File: src/rtl/trap_pkg.sv
// Shared constants and types for the machine-mode trap controller.
package trap_pkg;

    // CSR addresses
    localparam logic [11:0] CSR_MSTATUS  = 12'h300;
    localparam logic [11:0] CSR_MIE      = 12'h304;
    localparam logic [11:0] CSR_MTVEC    = 12'h305;
    localparam logic [11:0] CSR_MSCRATCH = 12'h340;
    localparam logic [11:0] CSR_MEPC     = 12'h341;
    localparam logic [11:0] CSR_MCAUSE   = 12'h342;
    localparam logic [11:0] CSR_MTVAL    = 12'h343;
    localparam logic [11:0] CSR_MIP      = 12'h344;

    // Synchronous exception cause codes
    localparam int unsigned CAUSE_ILLEGAL = 2;
    localparam int unsigned CAUSE_LAF     = 5;
    localparam int unsigned CAUSE_SAF     = 7;
    localparam int unsigned CAUSE_ECALL_M = 11;

    // CSR write/set/clear modes
    localparam logic [1:0] WSC_READ  = 2'b00;
    localparam logic [1:0] WSC_WRITE = 2'b01;
    localparam logic [1:0] WSC_SET   = 2'b10;
    localparam logic [1:0] WSC_CLEAR = 2'b11;

    // mstatus bit positions
    localparam int unsigned MSTATUS_MIE_BIT  = 3;
    localparam int unsigned MSTATUS_MPIE_BIT = 7;

    // Hold counter and interrupt index widths
    localparam int unsigned CNT_W = 4;
    localparam int unsigned IDX_W = 4;

    typedef enum logic {
        IDLE = 1'b0,
        HOLD = 1'b1
    } trap_state_e;

endpackage

File: src/rtl/trap_ctrl_if.sv
// CSR-instruction port bundle between the pipeline and the trap controller.
interface trap_ctrl_if #(
    parameter int unsigned XLEN = 32
) ();
    logic            csr_rw_in;
    logic [1:0]      csr_wsc_mode_in;
    logic            csr_w_imm_mux;
    logic [11:0]     csr_rw_addr_in;
    logic [XLEN-1:0] csr_w_data_reg;
    logic [4:0]      csr_w_data_imm;
    logic [XLEN-1:0] csr_r_data_out;

    modport master (
        output csr_rw_in, csr_wsc_mode_in, csr_w_imm_mux, csr_rw_addr_in,
               csr_w_data_reg, csr_w_data_imm,
        input  csr_r_data_out
    );

    modport slave (
        input  csr_rw_in, csr_wsc_mode_in, csr_w_imm_mux, csr_rw_addr_in,
               csr_w_data_reg, csr_w_data_imm,
        output csr_r_data_out
    );
endinterface

File: src/rtl/trap_csr_file.sv
// M-mode trap CSR storage: read mux, write/set/clear updates, trap and mret field updates.
// TRAP_VECTORED_EN: makes mtvec[1:0] writable (vectored mode select).
module trap_csr_file
    import trap_pkg::*;
#(
    parameter int unsigned    XLEN           = 32,
    parameter int unsigned    N_IRQ          = 4,
    parameter int unsigned    IRQ_CAUSE_BASE = 16,
    parameter logic [XLEN-1:0] MTVEC_RESET   = '0
) (
    input  logic             clk,
    input  logic             rst,
    trap_ctrl_if.slave       bus,
    input  logic [N_IRQ-1:0] i_irq,
    input  logic             i_trap,
    input  logic [XLEN-1:0]  i_trap_cause,
    input  logic [XLEN-1:0]  i_trap_epc,
    input  logic [XLEN-1:0]  i_trap_tval,
    input  logic             i_mret,
    output logic             o_mstatus_mie,
    output logic [N_IRQ-1:0] o_mie,
    output logic [XLEN-1:0]  o_mtvec,
    output logic [XLEN-1:0]  o_mepc
);

`ifdef TRAP_VECTORED_EN
    localparam logic [XLEN-1:0] MTVEC_MASK = '1;
`else
    localparam logic [XLEN-1:0] MTVEC_MASK = ~XLEN'(3);
`endif

    logic             r_mst_mie;
    logic             r_mst_mpie;
    logic [N_IRQ-1:0] r_mie;
    logic [XLEN-1:0]  r_mtvec;
    logic [XLEN-1:0]  r_mscratch;
    logic [XLEN-1:0]  r_mepc;
    logic [XLEN-1:0]  r_mcause;
    logic [XLEN-1:0]  r_mtval;

    logic [XLEN-1:0]  w_mstatus;
    logic [XLEN-1:0]  w_rdata;
    logic [XLEN-1:0]  w_wdata;
    logic [XLEN-1:0]  w_new;
    logic             w_we;

    // Place one bit per interrupt line at its cause-code position
    function automatic logic [XLEN-1:0] irq_layout(input logic [N_IRQ-1:0] v);
        logic [XLEN-1:0] r;
        r = '0;
        for (int i = 0; i < N_IRQ; i++) r[IRQ_CAUSE_BASE + i] = v[i];
        return r;
    endfunction

    // Inverse of irq_layout for mie writes
    function automatic logic [N_IRQ-1:0] irq_extract(input logic [XLEN-1:0] v);
        logic [N_IRQ-1:0] r;
        r = '0;
        for (int i = 0; i < N_IRQ; i++) r[i] = v[IRQ_CAUSE_BASE + i];
        return r;
    endfunction

    // Read mux (pre-write values); MPP is hard-wired to machine mode
    always_comb begin
        w_mstatus                   = '0;
        w_mstatus[MSTATUS_MIE_BIT]  = r_mst_mie;
        w_mstatus[MSTATUS_MPIE_BIT] = r_mst_mpie;
        w_mstatus[12:11]            = 2'b11;
        case (bus.csr_rw_addr_in)
            CSR_MSTATUS:  w_rdata = w_mstatus;
            CSR_MIE:      w_rdata = irq_layout(r_mie);
            CSR_MTVEC:    w_rdata = r_mtvec;
            CSR_MSCRATCH: w_rdata = r_mscratch;
            CSR_MEPC:     w_rdata = r_mepc;
            CSR_MCAUSE:   w_rdata = r_mcause;
            CSR_MTVAL:    w_rdata = r_mtval;
            CSR_MIP:      w_rdata = irq_layout(i_irq);
            default:      w_rdata = '0;
        endcase
    end

    // Write/set/clear value computed from the current read value
    always_comb begin
        w_wdata = bus.csr_w_imm_mux ? XLEN'(bus.csr_w_data_imm) : bus.csr_w_data_reg;
        case (bus.csr_wsc_mode_in)
            WSC_WRITE: w_new = w_wdata;
            WSC_SET:   w_new = w_rdata | w_wdata;
            WSC_CLEAR: w_new = w_rdata & ~w_wdata;
            default:   w_new = w_rdata;
        endcase
        w_we = bus.csr_rw_in && (bus.csr_wsc_mode_in != WSC_READ) && !i_trap;
    end

    // CSR registers; a trap overrides any CSR write, mret overrides mstatus writes
    always_ff @(posedge clk or negedge rst) begin
        if (!rst) begin
            r_mst_mie  <= 1'b0;
            r_mst_mpie <= 1'b0;
            r_mie      <= '0;
            r_mtvec    <= MTVEC_RESET & MTVEC_MASK;
            r_mscratch <= '0;
            r_mepc     <= '0;
            r_mcause   <= '0;
            r_mtval    <= '0;
        end else if (i_trap) begin
            r_mst_mpie <= r_mst_mie;
            r_mst_mie  <= 1'b0;
            r_mepc     <= i_trap_epc & ~XLEN'(3);
            r_mcause   <= i_trap_cause;
            r_mtval    <= i_trap_tval;
        end else begin
            if (w_we) begin
                case (bus.csr_rw_addr_in)
                    CSR_MSTATUS: begin
                        r_mst_mie  <= w_new[MSTATUS_MIE_BIT];
                        r_mst_mpie <= w_new[MSTATUS_MPIE_BIT];
                    end
                    CSR_MIE:      r_mie      <= irq_extract(w_new);
                    CSR_MTVEC:    r_mtvec    <= w_new & MTVEC_MASK;
                    CSR_MSCRATCH: r_mscratch <= w_new;
                    CSR_MEPC:     r_mepc     <= w_new & ~XLEN'(3);
                    CSR_MCAUSE:   r_mcause   <= w_new;
                    CSR_MTVAL:    r_mtval    <= w_new;
                    default: ;
                endcase
            end
            if (i_mret) begin
                r_mst_mie  <= r_mst_mpie;
                r_mst_mpie <= 1'b1;
            end
        end
    end

    assign bus.csr_r_data_out = w_rdata;
    assign o_mstatus_mie      = r_mst_mie;
    assign o_mie              = r_mie;
    assign o_mtvec            = r_mtvec;
    assign o_mepc             = r_mepc;

endmodule

File: src/rtl/trap_ctrl.sv
// Machine-mode trap controller: exception/interrupt priority, redirect/flush, post-trap HOLD window.
// TRAP_VECTORED_EN: interrupts redirect to mtvec base + 4*cause when mtvec[1:0]==01.
module trap_ctrl
    import trap_pkg::*;
#(
    parameter int unsigned     XLEN           = 32,
    parameter int unsigned     N_IRQ          = 4,
    parameter int unsigned     IRQ_CAUSE_BASE = 16,
    parameter int unsigned     HOLD_CYCLES    = 3,
    parameter logic [XLEN-1:0] MTVEC_RESET    = '0
) (
    input  logic             clk,
    input  logic             rst,
    trap_ctrl_if.slave       csr_bus,
    input  logic [N_IRQ-1:0] irq_in,
    input  logic             illegal_inst,
    input  logic             ecall_m,
    input  logic             l_access_fault,
    input  logic             s_access_fault,
    input  logic [XLEN-1:0]  fault_addr,
    input  logic             mret,
    input  logic [XLEN-1:0]  epc_cur,
    input  logic [XLEN-1:0]  epc_next,
    input  logic             epc_valid,
    output logic [XLEN-1:0]  PC_redirect,
    output logic             redirect_mux,
    output logic             reg_FD_flush,
    output logic             reg_DE_flush,
    output logic             reg_EM_flush,
    output logic             reg_MW_flush,
    output logic             RegWrite_cancel,
    output logic             trap_busy
);

    trap_state_e      r_state;
    trap_state_e      w_state_nxt;
    logic [CNT_W-1:0] r_cnt;
    logic [CNT_W-1:0] w_cnt_nxt;

    logic             w_mstatus_mie;
    logic [N_IRQ-1:0] w_mie;
    logic [XLEN-1:0]  w_mtvec;
    logic [XLEN-1:0]  w_mepc;

    logic             w_exc;
    logic [XLEN-1:0]  w_exc_cause;
    logic [XLEN-1:0]  w_exc_tval;
    logic [N_IRQ-1:0] w_irq_pend;
    logic             w_irq_hit;
    logic [IDX_W-1:0] w_irq_idx;
    logic [XLEN-2:0]  w_irq_code;
    logic             w_irq_take;
    logic             w_trap;
    logic             w_mret_take;
    logic [XLEN-1:0]  w_trap_cause;
    logic [XLEN-1:0]  w_trap_epc;
    logic [XLEN-1:0]  w_trap_tval;
    logic [XLEN-1:0]  w_trap_target;

    trap_csr_file #(
        .XLEN           (XLEN),
        .N_IRQ          (N_IRQ),
        .IRQ_CAUSE_BASE (IRQ_CAUSE_BASE),
        .MTVEC_RESET    (MTVEC_RESET)
    ) u_csr (
        .clk           (clk),
        .rst           (rst),
        .bus           (csr_bus),
        .i_irq         (irq_in),
        .i_trap        (w_trap),
        .i_trap_cause  (w_trap_cause),
        .i_trap_epc    (w_trap_epc),
        .i_trap_tval   (w_trap_tval),
        .i_mret        (w_mret_take),
        .o_mstatus_mie (w_mstatus_mie),
        .o_mie         (w_mie),
        .o_mtvec       (w_mtvec),
        .o_mepc        (w_mepc)
    );

    // Synchronous exception priority: illegal > ecall > load fault > store fault
    always_comb begin
        w_exc       = 1'b0;
        w_exc_cause = '0;
        w_exc_tval  = '0;
        if (epc_valid) begin
            if (illegal_inst) begin
                w_exc       = 1'b1;
                w_exc_cause = XLEN'(CAUSE_ILLEGAL);
            end else if (ecall_m) begin
                w_exc       = 1'b1;
                w_exc_cause = XLEN'(CAUSE_ECALL_M);
            end else if (l_access_fault) begin
                w_exc       = 1'b1;
                w_exc_cause = XLEN'(CAUSE_LAF);
                w_exc_tval  = fault_addr;
            end else if (s_access_fault) begin
                w_exc       = 1'b1;
                w_exc_cause = XLEN'(CAUSE_SAF);
                w_exc_tval  = fault_addr;
            end
        end
    end

    // Lowest-index enabled interrupt; mret in flight defers interrupts to after HOLD
    always_comb begin
        w_irq_pend = irq_in & w_mie & {N_IRQ{w_mstatus_mie}};
        w_irq_hit  = 1'b0;
        w_irq_idx  = '0;
        for (int i = N_IRQ - 1; i >= 0; i--) begin
            if (w_irq_pend[i]) begin
                w_irq_hit = 1'b1;
                w_irq_idx = IDX_W'(i);
            end
        end
        w_irq_code  = (XLEN-1)'(IRQ_CAUSE_BASE) + (XLEN-1)'(w_irq_idx);
        w_irq_take  = w_irq_hit && epc_valid && (r_state == IDLE) && !w_exc && !mret;
        w_trap      = w_exc || w_irq_take;
        w_mret_take = mret && !w_exc;
    end

    // Trap payload and vector target
    always_comb begin
        w_trap_cause  = w_exc ? w_exc_cause : {1'b1, w_irq_code};
        w_trap_epc    = w_exc ? epc_cur : epc_next;
        w_trap_tval   = w_exc ? w_exc_tval : '0;
        w_trap_target = w_mtvec & ~XLEN'(3);
`ifdef TRAP_VECTORED_EN
        if (!w_exc && (w_mtvec[1:0] == 2'b01))
            w_trap_target = (w_mtvec & ~XLEN'(3)) + (XLEN'(w_irq_code) << 2);
`endif
    end

    // HOLD state and counter registers
    always_ff @(posedge clk or negedge rst) begin
        if (!rst) begin
            r_state <= IDLE;
            r_cnt   <= '0;
        end else begin
            r_state <= w_state_nxt;
            r_cnt   <= w_cnt_nxt;
        end
    end

    // Next-state, redirect and flush outputs
    always_comb begin
        w_state_nxt     = r_state;
        w_cnt_nxt       = r_cnt;
        redirect_mux    = 1'b0;
        PC_redirect     = '0;
        reg_FD_flush    = 1'b0;
        reg_DE_flush    = 1'b0;
        reg_EM_flush    = 1'b0;
        reg_MW_flush    = 1'b0;
        RegWrite_cancel = 1'b0;

        if (w_trap) begin
            redirect_mux    = 1'b1;
            PC_redirect     = w_trap_target;
            reg_FD_flush    = 1'b1;
            reg_DE_flush    = 1'b1;
            reg_EM_flush    = 1'b1;
            reg_MW_flush    = 1'b1;
            RegWrite_cancel = 1'b1;
        end else if (w_mret_take) begin
            redirect_mux = 1'b1;
            PC_redirect  = w_mepc;
            reg_FD_flush = 1'b1;
            reg_DE_flush = 1'b1;
            reg_EM_flush = 1'b1;
        end

        if (w_trap || w_mret_take) begin
            if (HOLD_CYCLES == 0) begin
                w_state_nxt = IDLE;
                w_cnt_nxt   = '0;
            end else begin
                w_state_nxt = HOLD;
                w_cnt_nxt   = CNT_W'(HOLD_CYCLES);
            end
        end else if (r_state == HOLD) begin
            if (r_cnt <= CNT_W'(1)) begin
                w_state_nxt = IDLE;
                w_cnt_nxt   = '0;
            end else begin
                w_cnt_nxt = r_cnt - CNT_W'(1);
            end
        end
    end

    assign trap_busy = (r_state == HOLD);

endmodule
File: src/flat_wrapper.sv
// flat-port wrapper written by rule: the top's interface ports become plain ports
module trap_ctrl_flat import trap_pkg::*;
#(
    parameter int unsigned     XLEN           = 32,
    parameter int unsigned     N_IRQ          = 4,
    parameter int unsigned     IRQ_CAUSE_BASE = 16,
    parameter int unsigned     HOLD_CYCLES    = 3,
    parameter logic [XLEN-1:0] MTVEC_RESET    = '0
)
  (clk, rst, irq_in, illegal_inst, ecall_m, l_access_fault, s_access_fault, fault_addr, mret, epc_cur, epc_next, epc_valid, PC_redirect, redirect_mux, reg_FD_flush, reg_DE_flush, reg_EM_flush, reg_MW_flush, RegWrite_cancel, trap_busy, csr_bus_csr_rw_in, csr_bus_csr_wsc_mode_in, csr_bus_csr_w_imm_mux, csr_bus_csr_rw_addr_in, csr_bus_csr_w_data_reg, csr_bus_csr_w_data_imm, csr_bus_csr_r_data_out);
  trap_ctrl_if #(.XLEN(XLEN)) csr_bus_i ();
  input  logic clk;
  input  logic rst;
  input  logic [N_IRQ-1:0] irq_in;
  input  logic illegal_inst;
  input  logic ecall_m;
  input  logic l_access_fault;
  input  logic s_access_fault;
  input  logic [XLEN-1:0] fault_addr;
  input  logic mret;
  input  logic [XLEN-1:0] epc_cur;
  input  logic [XLEN-1:0] epc_next;
  input  logic epc_valid;
  output logic [XLEN-1:0] PC_redirect;
  output logic redirect_mux;
  output logic reg_FD_flush;
  output logic reg_DE_flush;
  output logic reg_EM_flush;
  output logic reg_MW_flush;
  output logic RegWrite_cancel;
  output logic trap_busy;
  input wire logic [$bits(csr_bus_i.csr_rw_in)-1:0] csr_bus_csr_rw_in;
  input wire logic [$bits(csr_bus_i.csr_wsc_mode_in)-1:0] csr_bus_csr_wsc_mode_in;
  input wire logic [$bits(csr_bus_i.csr_w_imm_mux)-1:0] csr_bus_csr_w_imm_mux;
  input wire logic [$bits(csr_bus_i.csr_rw_addr_in)-1:0] csr_bus_csr_rw_addr_in;
  input wire logic [$bits(csr_bus_i.csr_w_data_reg)-1:0] csr_bus_csr_w_data_reg;
  input wire logic [$bits(csr_bus_i.csr_w_data_imm)-1:0] csr_bus_csr_w_data_imm;
  output wire logic [$bits(csr_bus_i.csr_r_data_out)-1:0] csr_bus_csr_r_data_out;
  assign csr_bus_i.csr_rw_in = csr_bus_csr_rw_in;
  assign csr_bus_i.csr_wsc_mode_in = csr_bus_csr_wsc_mode_in;
  assign csr_bus_i.csr_w_imm_mux = csr_bus_csr_w_imm_mux;
  assign csr_bus_i.csr_rw_addr_in = csr_bus_csr_rw_addr_in;
  assign csr_bus_i.csr_w_data_reg = csr_bus_csr_w_data_reg;
  assign csr_bus_i.csr_w_data_imm = csr_bus_csr_w_data_imm;
  assign csr_bus_csr_r_data_out = csr_bus_i.csr_r_data_out;
  trap_ctrl #(.XLEN(XLEN), .N_IRQ(N_IRQ), .IRQ_CAUSE_BASE(IRQ_CAUSE_BASE), .HOLD_CYCLES(HOLD_CYCLES), .MTVEC_RESET(MTVEC_RESET)) u_core (.clk(clk), .rst(rst), .csr_bus(csr_bus_i), .irq_in(irq_in), .illegal_inst(illegal_inst), .ecall_m(ecall_m), .l_access_fault(l_access_fault), .s_access_fault(s_access_fault), .fault_addr(fault_addr), .mret(mret), .epc_cur(epc_cur), .epc_next(epc_next), .epc_valid(epc_valid), .PC_redirect(PC_redirect), .redirect_mux(redirect_mux), .reg_FD_flush(reg_FD_flush), .reg_DE_flush(reg_DE_flush), .reg_EM_flush(reg_EM_flush), .reg_MW_flush(reg_MW_flush), .RegWrite_cancel(RegWrite_cancel), .trap_busy(trap_busy));
endmodule
File: config.mk
export PLATFORM = sky130hd
export DESIGN_NAME = trap_ctrl_flat
export DESIGN_NICKNAME = d
export VERILOG_FILES = /design/src/rtl/trap_pkg.sv /design/src/rtl/trap_ctrl_if.sv /design/src/rtl/trap_csr_file.sv /design/src/rtl/trap_ctrl.sv /design/src/flat_wrapper.sv
export SDC_FILE = /design/constraint.sdc
export NUM_CORES = 1
export LEC_CHECK = 0
export CELL_PAD_IN_SITES_DETAIL_PLACEMENT = 1
export CELL_PAD_IN_SITES_GLOBAL_PLACEMENT = 2
export CORE_ASPECT_RATIO = 1.2
export CORE_MARGIN = 2
export CORE_UTILIZATION = 32
export CTS_BUF_LIST = sky130_fd_sc_hd__clkbuf_2 sky130_fd_sc_hd__clkbuf_4 sky130_fd_sc_hd__clkbuf_8
export CTS_CLUSTER_DIAMETER = 50
export DETAILED_ROUTE_END_ITERATION = 6
export GPL_TIMING_DRIVEN = 0
export PLACE_DENSITY_LB_ADDON = 0.1
export SYNTH_ARGS = -nofsm -noshare
export SYNTH_HDL_FRONTEND = slang
export SYNTH_HIERARCHICAL = 1
export SYNTH_SLANG_ARGS = --single-unit
File: constraint.sdc
create_clock -name clk -period 3.3 [get_ports clk]
set_input_delay 0.66 -clock clk [delete_from_list [all_inputs] [get_ports clk]]
set_output_delay 0.66 -clock clk [all_outputs]
set_load 0.05 [all_outputs]
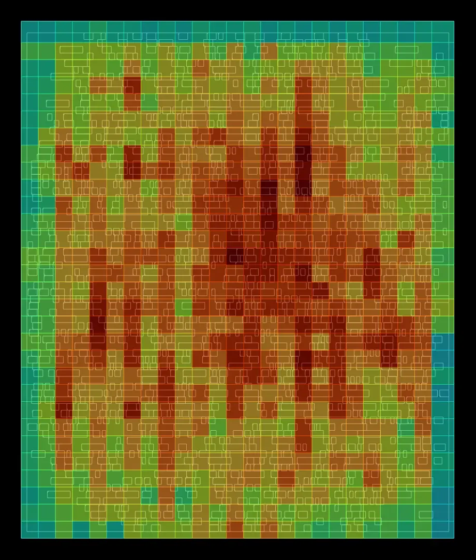
run_1/final_congestion.png
post-layout util: 0.461
average routed wire per standard cell: 29.1 um
met3 GRT Util: 0.0428
M2 GR Usage: 0.548

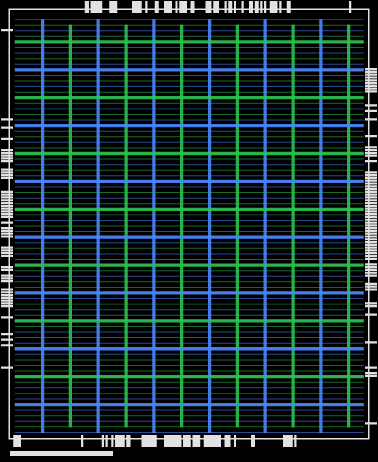
run_1/pdn.png
The bar under the picture is 50 um long. Pins as bars on the die edge.
color	net
blue	VSS
green	VDD
met1 rails	75
signal pins	232
rows	74
met4 straps	12
met5 straps	14
Die Y: 209 um
Core Area: 34300 um2
Die Wd: 175 um
Peak VDD IR: 0.000183 V

==> flow_summary.yaml, run 1 <==
# yosys + openroad results
logic_synthesis:
  synth_cells: 1212
  yosysWarnings: 6
  syn_area_um2: 11200
  avgSynthCellArea_um2: 9.22
critical_path:
  critPathMostFrequentCell: "buf_8"
  worstSetupEndpointType: "output pin"
  cp.depth: 10
  r2r_cells: 11
  worstPathArrival_ns: 2.61
  cp-endpoint: "csr_bus_csr_r_data_out[8]"
  slowest_stage: "or4b_4"
  cp_max_fo: 5
  crit_family: "simple AND/OR/NAND/NOR gates"
  startpoint: "csr_bus_csr_rw_addr_in[3]"
  path_class: "in -> out"
  cp.required_ns: 2.64
  worstReg2RegStart: "u_core/u_csr/o_mie[3]"
  cp_slowest_stage_delay_ns: 0.56
  startpoint_type: "input port"
  path_buffers: 6
  r2r_end: "u_core/u_csr/o_mtvec[24]"
  ff2ff_setup_slack_ns: 0.13
  worstPathCellList: "buf_2 -> or4b_4 -> buf_12 -> buf_8 -> buf_4 -> nor3_4 -> buf_6 -> and3_1 -> or2_4 -> buf_8"
outcome:
  status: "finished clean"
timing:
  period_needed_ns: 3.27
  rsz0062_at_grt: "false"
  setup-tns-final_ns: 0
  setup-violations-final: 0
  fmax_ghz: 0.306
  skew_ns: 0.0127
  fin_hold_ws_ns: 0.105
  final-hold-violation-count: 0
  tightest_slew_ns: 1.22
  maxSlewViolCount: 0
  relSlewSlack: 0.185
  period_used_share: 0.991
min_path:
  hp-class: "in -> async"
grt:
  grt_pass1_wl_um: 85300
  antenna_found_initial: 0
  track_usage: 0.319
  grt-ovfl-total: 0
  grt_pass1_vias: 12571
  grt_max_degree: 95
power_and_ir_drop:
  combPwrFrac: 0.238
  p_per_area_nw_per_um2: 332
  seq-power_uw: 2230
  p_seq_frac: 0.425
  p_clk_frac: 0.337
  powerClk_uw: 1770
  switching_power_uw: 1670
  top_power_group: "registers"
  power_switching_share: 0.319
  p_leak_uw: 0.00675
  internal_power_uw: 3570
  comb_cell_power_uw: 1250
drt:
  dr.pass1.iters: 6
  totalWireLength_um: 58600
  drtIter0Drc: 1019
  drc_errors: 0
  via_count: 12012
  detail-route-antenna-nets: 0
  viasPerCell: 5.97
layout:
  syn_to_final_growth_pct: 41.3
  drive_above_1_share: 0.249
  fin_nets: 1707
  lay_top_count: "dfrtp_1"
  most-common-layout-cells: "167 x dfrtp_1, 134 x clkdlybuf4s50_1, 107 x o21ai_0"
clocking:
  worstSkewPairLatency_ns: 0.48
  cts_root_buffer: "clkbuf_8"
  clk_path_buf_depth: 2
  cts_tree: "built"
  path_clk_slew_ns: 0.10
  htree_num_levels: 4
  cts_made_buffers: 17
  cts.sink_count: 167
placement:
  gp_congestion: 0.948
  port_buffers: 222
  dp_hpwl_um: 41100
floorplanning:
  chipArea_um2: 36400
  io-pin-count: 232
job:
  drv_cap: 0
  warnings: 32
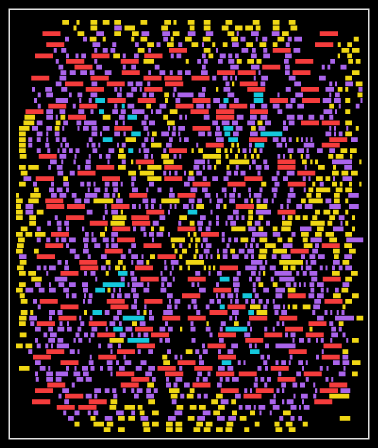
run_1/cell_classes.png
color	class	cells
red	flip-flops	167
cyan	clock drivers and dummy loads	30
yellow	other buffers and delay cells	394
purple	all other logic	964
design area: 15800 um2
row count: 74
register fraction of the total cell area: 0.265

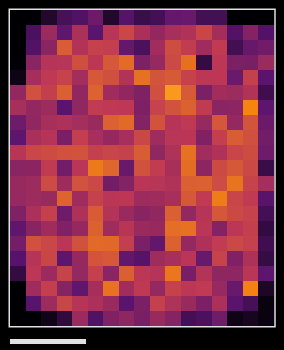
run_1/density.png
The bar under the picture is 50 um long. The die is cut into 17 by 21 equal tiles; black is low, pale yellow is high, 0 to 100% covered.
tiles over 75% full	0.30%
fullest tile	78%
nearly empty tiles	3.4%
mean over tiles	42%
Init Core Util: 0.326

-- run 1: final cells by class --
cell class / count / area, um2
timing repair buffer: 289 / 2860
clock buffer: 18 / 248
clock inverter: 12 / 203
antenna: 1 / 2.50
buffer: 105 / 782
fill: 3923 / 18500
tap: 456 / 571
inverter: 13 / 48.8
multi-input combinational: 951 / 6890
sequential: 167 / 4180
-- run 1: timing repair --
| item | 4_1_cts | 5_1_grt |
|---|---|---|
| setup buffers | 59 | 7 |
| pin swaps | 35 | 12 |
| endpoints found under the setup margin | 230 | 93 |
| cloned | 3 | 0 |
| hold buffers | 0 | 0 |
| gates resized | 634 | 43 |
-- run 1: state kept, by name (all words and copies together) (netlist names) --
register	cells
u_core/u_csr/r_mcause	32
u_core/u_csr/r_mscratch	32
u_core/u_csr/r_mtval	32
u_core/u_csr/o_mepc	30
u_core/u_csr/o_mtvec	30
u_core/r_cnt	4
u_core/u_csr/o_mie	4
u_core/trap_busy	1
u_core/u_csr/o_mstatus_mie	1
u_core/u_csr/r_mst_mpie	1
-- run 1: stage by stage --
| stage | cell area [um2] | std cells | power [uW] | setup slack, ns | util |
|---|---|---|---|---|---|
| after floorplan | 11300 | 1238 | 2850 | 0.0623 | - |
| after global placement | 14100 | 1916 | 3420 | -6.14 | 0.411 |
| after detailed placement | 14100 | 1917 | 3440 | -1.69 | 0.412 |
| after CTS | 15700 | 2008 | 5250 | -0.00360 | 0.459 |
| after global routing | 15800 | 2011 | 5420 | 0.000184 | 0.461 |
| final | 15800 | 2012 | 5240 | 0.0299 | 0.461 |
-- run 1: metal layers --
metal	track usage	share of wire	up-vias
met3	0.0428	0.066	115
met1	0.403	0.41	6166
li1	-	-	5179
met4	0.130	0.035	0
met2	0.548	0.49	552
met5	0	0	-
==> run 1 -> run 2 <==
--- a/config.mk
+++ b/config.mk
@@ -14,6 +14,7 @@
 export CTS_CLUSTER_DIAMETER = 50
 export DETAILED_ROUTE_END_ITERATION = 6
 export GPL_TIMING_DRIVEN = 0
+export MAX_ROUTING_LAYER = met4
 export PLACE_DENSITY_LB_ADDON = 0.1
 export SYNTH_ARGS = -nofsm -noshare
 export SYNTH_HDL_FRONTEND = slang
==> run 2 against run 1 <==
Effect of this change:
- the flow now finishes with violations (negative setup slack)
- global-route usage increased by 0.23 points
- via count decreased by 1.8%
- area after synthesis unchanged
- power decreased by 3.5%
- first-iteration DRC count decreased by 20%
- cell count decreased by 0.65%
- synthesized cell count unchanged
- non-clock buffer count decreased by 16
- sequential share of layout area increased by 0.56 points
- sequential power about the same
- highest routed layer unchanged
==> flow_summary.yaml, run 2 <==
# yosys + openroad results
clocking:
  cts.sink_count: 167
  cts_resized: 611
  clk_path_buf_depth: 2
  worstSkewPairLatency_ns: 0.49
  path_clk_slew_ns: 0.09
  postCtsSetupBuffers: 42
  cts_made_buffers: 17
  htree_num_levels: 4
  cts_root_buffer: "clkbuf_8"
  cts_hold_buf: 0
  cts_tree: "built"
critical_path:
  cp.required_ns: 2.64
  worstPathCellList: "dlygate4sd2_1 -> nor4b_2 -> and4_1 -> clkbuf_2 -> buf_6 -> a222oi_1 -> buf_4 -> inv_1 -> buf_2"
  path_buffers: 6
  worstReg2RegStart: "u_core/u_csr/o_mie[3]"
  startpoint_type: "input port"
  slowest_stage: "nor4b_2"
  crit_family: "buffers and inverters"
  r2r_cells: 11
  path_class: "in -> out"
  startpoint: "csr_bus_csr_rw_addr_in[11]"
  cp_max_fo: 10
  ff2ff_setup_slack_ns: 0.17
  cp_slowest_stage_delay_ns: 0.39
  worstSetupEndpointType: "output pin"
  cp-endpoint: "csr_bus_csr_r_data_out[6]"
  cp.depth: 9
  r2r_end: "u_core/u_csr/r_mscratch[21]"
  worstPathArrival_ns: 2.65
min_path:
  hp-class: "in -> async"
drt:
  detail-route-antenna-nets: 0
  wire_per_inst_um: 28.7
  viasPerCell: 5.90
  totalWireLength_um: 57500
  drc_errors: 0
  via_count: 11801
  drtIter0Drc: 814
  dr.pass1.iters: 6
power_and_ir_drop:
  p_seq_frac: 0.440
  internal_power_uw: 3400
  power_switching_share: 0.327
  p_total_uw: 5060
  switching_power_uw: 1660
  p_clk_frac: 0.313
  p_per_area_nw_per_um2: 327
  combPwrFrac: 0.247
  p_leak_uw: 0.00662
job:
  drv_cap: 0
  warnings: 34
timing:
  final-hold-violation-count: 0
  fin_hold_ws_ns: 0.194
  setup-violations-final: 1
  period_needed_ns: 3.31
  rsz0062_at_grt: "true"
  relSlewSlack: 0.107
  skew_ns: 0.0152
  setup-tns-final_ns: -0.00853
  fmax_ghz: 0.302
  maxSlewViolCount: 0
  layout_setup_ws_ns: -0.00853
  period_used_share: 1.00
  tightest_slew_ns: 1.34
layout:
  fin_nets: 1691
  reg_top3: "u_core/u_csr/r_mcause x32, u_core/u_csr/r_mscratch x32, u_core/u_csr/r_mtval x32"
  lay_top_count: "dfrtp_1"
  most-common-layout-cells: "167 x dfrtp_1, 132 x clkdlybuf4s50_1, 110 x o21ai_0"
  drive_above_1_share: 0.241
  syn_to_final_growth_pct: 38.3
outcome:
  violations: "negative setup slack"
  status: "finished with violations"
logic_synthesis:
  yosysWarnings: 6
  avgSynthCellArea_um2: 9.22
  synth_cells: 1212
  syn_area_um2: 11200
grt:
  track_usage: 0.321
  grt-ovfl-total: 0
  grt_max_degree: 102
  grt_pass1_wl_um: 83300
  antenna_found_initial: 2
  grt_pass1_vias: 12443
floorplanning:
  die-width_um: 175
  fp.coreArea_um2: 34300
  fp_util: 0.326
  chipArea_um2: 36400
  die_h_um: 209
  rows: 74
placement:
  gp_congestion: 0.945
  dp_hpwl_um: 41100
[run 2: per-layer routing]
layer,GRT usage,vias to the layer above,wire length [um]
met1,0.376,5995,22900
met2,0.528,494,27900
met3,0.0660,147,3850
met4,0.151,0,2780
li1,-,5165,-
met5,-,-,0
[run 2: final cells by class]
| class | count | area, um2 |
|---|---|---|
| plain buffers | 106 | 769 |
| multi-input cells | 951 | 6850 |
| inverters | 13 | 48.8 |
| diodes | 2 | 5.00 |
| repair buffers | 272 | 2630 |
| clock inverters | 11 | 124 |
| fillers | 3924 | 18800 |
| flip-flops and latches | 167 | 4180 |
| well taps | 456 | 571 |
| clock buffers | 21 | 283 |
[run 2: how the worst min path moves through the flow]
stage | from | endpoint | slack, ns
6_report | rst | u_core/u_csr/o_mie[3] | 0.19
5_1_grt | rst | u_core/u_csr/o_mie[3] | 0.26
4_1_cts | rst | u_core/u_csr/o_mie[0] | 0.25
3_5_place_dp | u_core/u_csr/r_mscratch[7] | u_core/u_csr/r_mscratch[7] | 0.47
3_3_place_gp | u_core/u_csr/r_mscratch[12] | u_core/u_csr/r_mscratch[12] | 0.46
2_1_floorplan | rst | u_core/r_cnt[0] | 0.36
[run 2: power by group through the flow]
stage	logic, uW	clock network, uW	registers, uW
CTS	1230	1620	2220
finish	1250	1580	2230
detailed placement	1180	0	2260
global route	1320	1700	2240
floorplan	615	0	2240
global placement	1160	0	2260
[run 2: stage by stage]
| step | cells | utilization | setup slack, ns | cell area (um2) |
|---|---|---|---|---|
| floorplan | 1238 | - | 0.0623 | 11300 |
| global route | 1999 | 0.451 | -0.0381 | 15500 |
| global placement | 1916 | 0.411 | -6.12 | 14100 |
| CTS | 1989 | 0.448 | 0.000484 | 15300 |
| detailed placement | 1917 | 0.412 | -1.79 | 14100 |
| finish | 1999 | 0.451 | -0.00853 | 15500 |
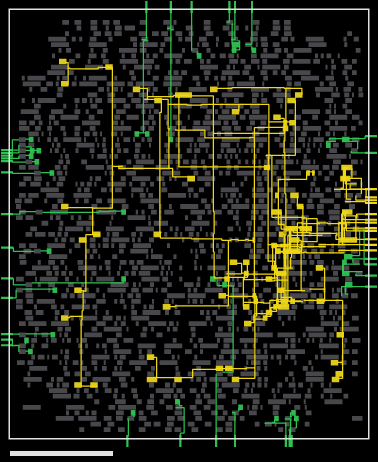
run_2/port_nets.png
The bar under the picture is 50 um long.
color	port	bits	direction	edge	end cells	buffers	wire
green	csr_bus_csr_w_data_reg	32	input	13 left, 7 bottom, 6 right, 6 top	34	32	821 um
yellow	csr_bus_csr_rw_addr_in	12	input	right	75	24	2610 um
Ports: 232
Port-buffer cells: 222

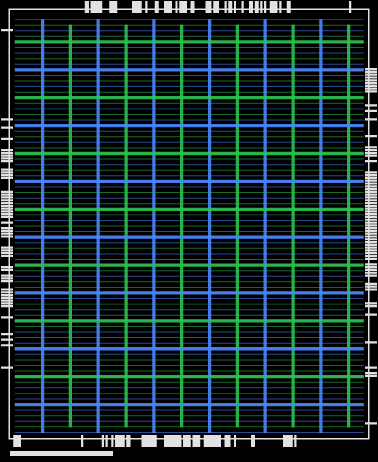
run_2/pdn.png
The bar under the picture is 50 um long. Pins as bars on the die edge.
color	net
green	VDD
blue	VSS
met5 straps	14
rows	74
met1 rails	75
met4 straps	12
signal pins	232
Peak VDD IR: 0.000229 V

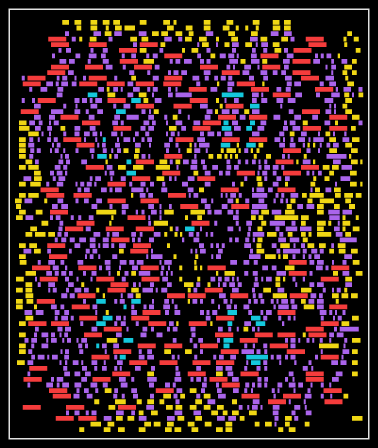
run_2/cell_classes.png
color	class	cells
yellow	other buffers and delay cells	378
red	flip-flops	167
purple	all other logic	964
cyan	clock drivers and dummy loads	32
register fraction of the total cell area: 0.270
post-layout util: 0.451
design area: 15500 um2

==> run 2 -> run 3 <==
--- a/config.mk
+++ b/config.mk
@@ -9,14 +9,13 @@
 export CELL_PAD_IN_SITES_GLOBAL_PLACEMENT = 2
 export CORE_ASPECT_RATIO = 1.2
 export CORE_MARGIN = 2
-export CORE_UTILIZATION = 32
+export CORE_UTILIZATION = 31
 export CTS_BUF_LIST = sky130_fd_sc_hd__clkbuf_2 sky130_fd_sc_hd__clkbuf_4 sky130_fd_sc_hd__clkbuf_8
-export CTS_CLUSTER_DIAMETER = 50
+export CTS_CLUSTER_DIAMETER = 40
 export DETAILED_ROUTE_END_ITERATION = 6
 export GPL_TIMING_DRIVEN = 0
 export MAX_ROUTING_LAYER = met4
 export PLACE_DENSITY_LB_ADDON = 0.1
 export SYNTH_ARGS = -nofsm -noshare
 export SYNTH_HDL_FRONTEND = slang
-export SYNTH_HIERARCHICAL = 1
 export SYNTH_SLANG_ARGS = --single-unit
==> run 3 against run 2 <==
Effect of this change:
- the flow now finishes without violations
- synthesized cell count shrank 0.41%
- critical path depth fell by 2
- power shrank 0.57%
- non-clock buffer count is 6 lower
- die size shrank 2.6%
- first-iteration DRC count is 26% higher
- critical endpoint is now csr_bus_csr_r_data_out[3]
- largest power group unchanged
==> flow_summary.yaml, run 3 <==
# yosys + openroad results
outcome:
  status: "finished clean"
logic_synthesis:
  netlist_top_cells_area: "dfrtp_1 40%, nand2_1 6.8%, o21ai_0 3.6%"
  yosys_register_bits: 167
  yosys.area.top_type: "dfrtp_1"
  common_cells: "190 x nand2_1, 167 x dfrtp_1, 87 x nor2_1, 76 x o21ai_0, 75 x a21oi_1"
  synth-edff-count: 0
  synth_cells: 1207
  most_common_cell: "nand2_1"
  ys_cells: 1207
  syn_area_um2: 10500
  synth-main-ff-cell: "dfrtp_1"
  ys_types: 81
  yosysSeqAreaShare: 0.396
  ys_area_um2: 10500
  top_area_frac: 0.396
  yosysWarnings: 0
  avgSynthCellArea_um2: 8.73
  synth-async-reset-ratio: 1.00
critical_path:
  worstSetupEndpointType: "output pin"
  path_buffers: 4
  slowest_stage: "clkdlybuf4s50_1"
  worstPathCellList: "clkdlybuf4s50_1 -> nand4bb_4 -> buf_12 -> buf_6 -> nor2_4 -> a22o_1 -> buf_2"
  cp_max_fo: 10
  cp_slowest_stage_delay_ns: 0.54
  startpoint_type: "input port"
  worstPathArrival_ns: 2.63
  crit_family: "buffers and inverters"
  cp.required_ns: 2.64
  path_class: "in -> out"
layout:
  syn_to_final_growth_pct: 43.5
  lay_top_count: "nand2_1"
  nFillCells: 3877
  logic_area_um2: 6320
  sh_comb_area: 0.418
  register_area_um2: 4180
  fin_nets: 1657
  n_clock_buffer: 17
  signal_buffers: 372
  reg_top3: "u_core.u_csr.r_mcause x32, u_core.u_csr.r_mscratch x32, u_core.u_csr.r_mtval x32"
  diodes: 0
  bufAreaShareNonClock: 0.236
  stdcell_count: 1963
  largestClassByArea: "logic gates"
  drive_above_1_share: 0.224
  most-common-layout-cells: "187 x nand2_1, 167 x dfrtp_1, 139 x clkdlybuf4s50_1"
  clkCellAreaFrac: 0.0248
  logic_gates: 907
  seq_cell_count: 167
  num-nonclk-inverters: 29
floorplanning:
  chipArea_um2: 35500
  rows: 74
  well_tap_count: 456
  io-pin-count: 232
drt:
  dr.pass1.iters: 5
  totalWireLength_um: 59500
  via_count: 11643
  detail-route-antenna-nets: 0
  wire_per_inst_um: 30.3
  drc_errors: 0
  drtIter0Drc: 1026
  viasPerCell: 5.93
clocking:
  htree_num_levels: 4
  cts.sink_count: 167
  cts_hold_buf: 0
  cts_made_buffers: 17
  path_clk_slew_ns: 0.10
  cts_root_buffer: "clkbuf_8"
  worstSkewPairLatency_ns: 0.50
  clk_path_buf_depth: 2
  cts_tree: "built"
grt:
  grtUsageMet1: 0.428
  antenna_found_initial: 0
  grt_pass1_wl_um: 83900
  grt_pass1_vias: 12169
  use_met3: 0.0492
  grt-ovfl-total: 0
  grt_max_degree: 89
  track_usage: 0.346
  grtUsageMet2: 0.561
  top_usage_layer: "met2"
placement:
  placed_cell_area_um2: 13400
  dp_hpwl_um: 40900
  port_buffers: 222
  place_ws_ns: -2.19
  post-place-cells: 1888
  gp_congestion: 0.941
min_path:
  hp-class: "in -> async"
timing:
  relSlewSlack: 0.155
  final-hold-violation-count: 0
  period_used_share: 0.996
  fin_hold_ws_ns: 0.150
  fmax_ghz: 0.304
  setup-tns-final_ns: 0
  tightest_slew_ns: 1.27
  setup-violations-final: 0
  maxSlewViolCount: 0
  period_needed_ns: 3.29
  skew_ns: 0.0155
  layout_setup_ws_ns: 0.0116
power_and_ir_drop:
  p_leak_uw: 0.00651
  peakVddDrop_v: 0.000230
  p_per_area_nw_per_um2: 333
  p_total_uw: 5030
job:
  warnings: 32
  drv_cap: 0
[run 3: final timing paths]
check                                                   end                   startpoint  slack (ns)  cells past startpoint
worst max register to register     u_core.u_csr.o_mtvec[16]        u_core.u_csr.o_mie[3]        0.44                      8
worst max-delay path              csr_bus_csr_r_data_out[3]    csr_bus_csr_rw_addr_in[9]        0.01                      7
min in group clk                   u_core.u_csr.r_mcause[3]                 illegal_inst        0.42                      2
worst min register to register  u_core.u_csr.r_mscratch[27]  u_core.u_csr.r_mscratch[27]        0.49                      2
worst min-delay path               u_core.u_csr.r_mtval[30]                          rst        0.15                      1
max in group asynchronous           u_core.u_csr.o_mepc[19]                          rst        2.21                      2
[run 3: timing repair]
| item | in CTS | in global routing |
|---|---|---|
| setup buffers | 30 | 10 |
| gates cloned | 6 | 2 |
| endpoints found under the setup margin | 216 | 127 |
| pin swaps | 25 | 13 |
| gates resized | 612 | 74 |
[run 3: layer usage]
metal / wire [um] / vias to the layer above
met1: 23900 / 5879
met5: 0 / -
li1: - / 4961
met2: 27800 / 614
met4: 3430 / 0
met3: 4280 / 189
[run 3: cell families (layout without fill, tap and decap cells)]
| family | Yosys count | after routing | synth area share |
|---|---|---|---|
| and+or+nand+nor | 438 | 438 | 0.206 |
| AOI/OAI and AO/OA | 377 | 377 | 0.242 |
| DFF | 167 | 167 | 0.396 |
| buffers and inverters | 134 | 433 | 0.0548 |
| muxes | 68 | 68 | 0.0814 |
| xor gates and xnor gates | 20 | 20 | 0.0166 |
| adders and majority gates | 2 | 2 | 0.00237 |
| other | 1 | 2 | 0.000356 |
[run 3: where the power goes]
group | internal [uW] | switching, uW
registers | 2130 | 76.6
clock network | 614 | 931
logic | 524 | 751
total | 3270 | 1760
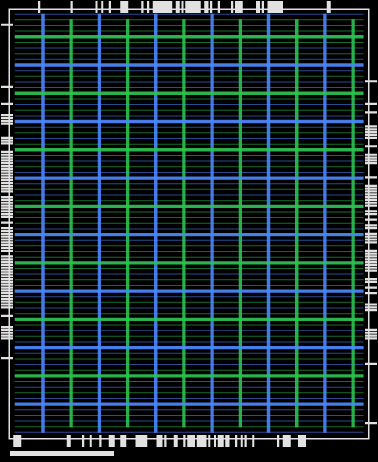
run_3/pdn.png
The bar under the picture is 50 um long. Pins as bars on the die edge.
color	net
blue	VSS
green	VDD
met1 rails	75
rows	74
met5 straps	14
signal pins	232
Die Y: 206 um
Die Wd: 172 um
Core Area: 33800 um2

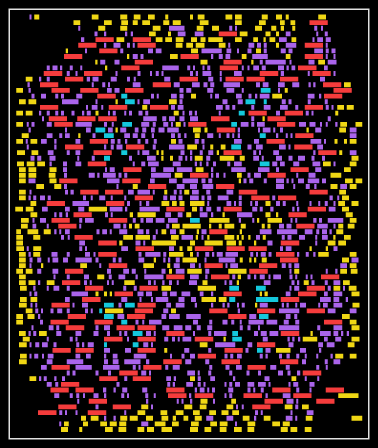
run_3/cell_classes.png
color	class	cells
yellow	other buffers and delay cells	372
red	flip-flops	167
cyan	clock drivers and dummy loads	32
purple	all other logic	936
post-layout util: 0.448
design area: 15100 um2
register fraction of the total cell area: 0.276

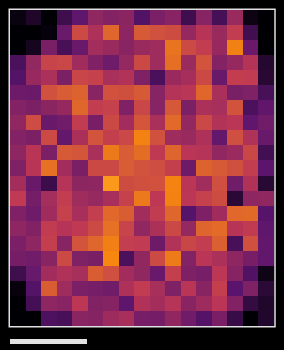
run_3/density.png
The bar under the picture is 50 um long. The die is cut into 17 by 21 equal tiles; black is low, pale yellow is high, 0 to 100% covered.
mean over tiles	41%
fullest tile	78%
nearly empty tiles	3.4%
tiles over 75% full	0.30%
densest ninth of the die	middle
Init Core Util: 0.312

Power is estimated from default activity; no workload was simulated.
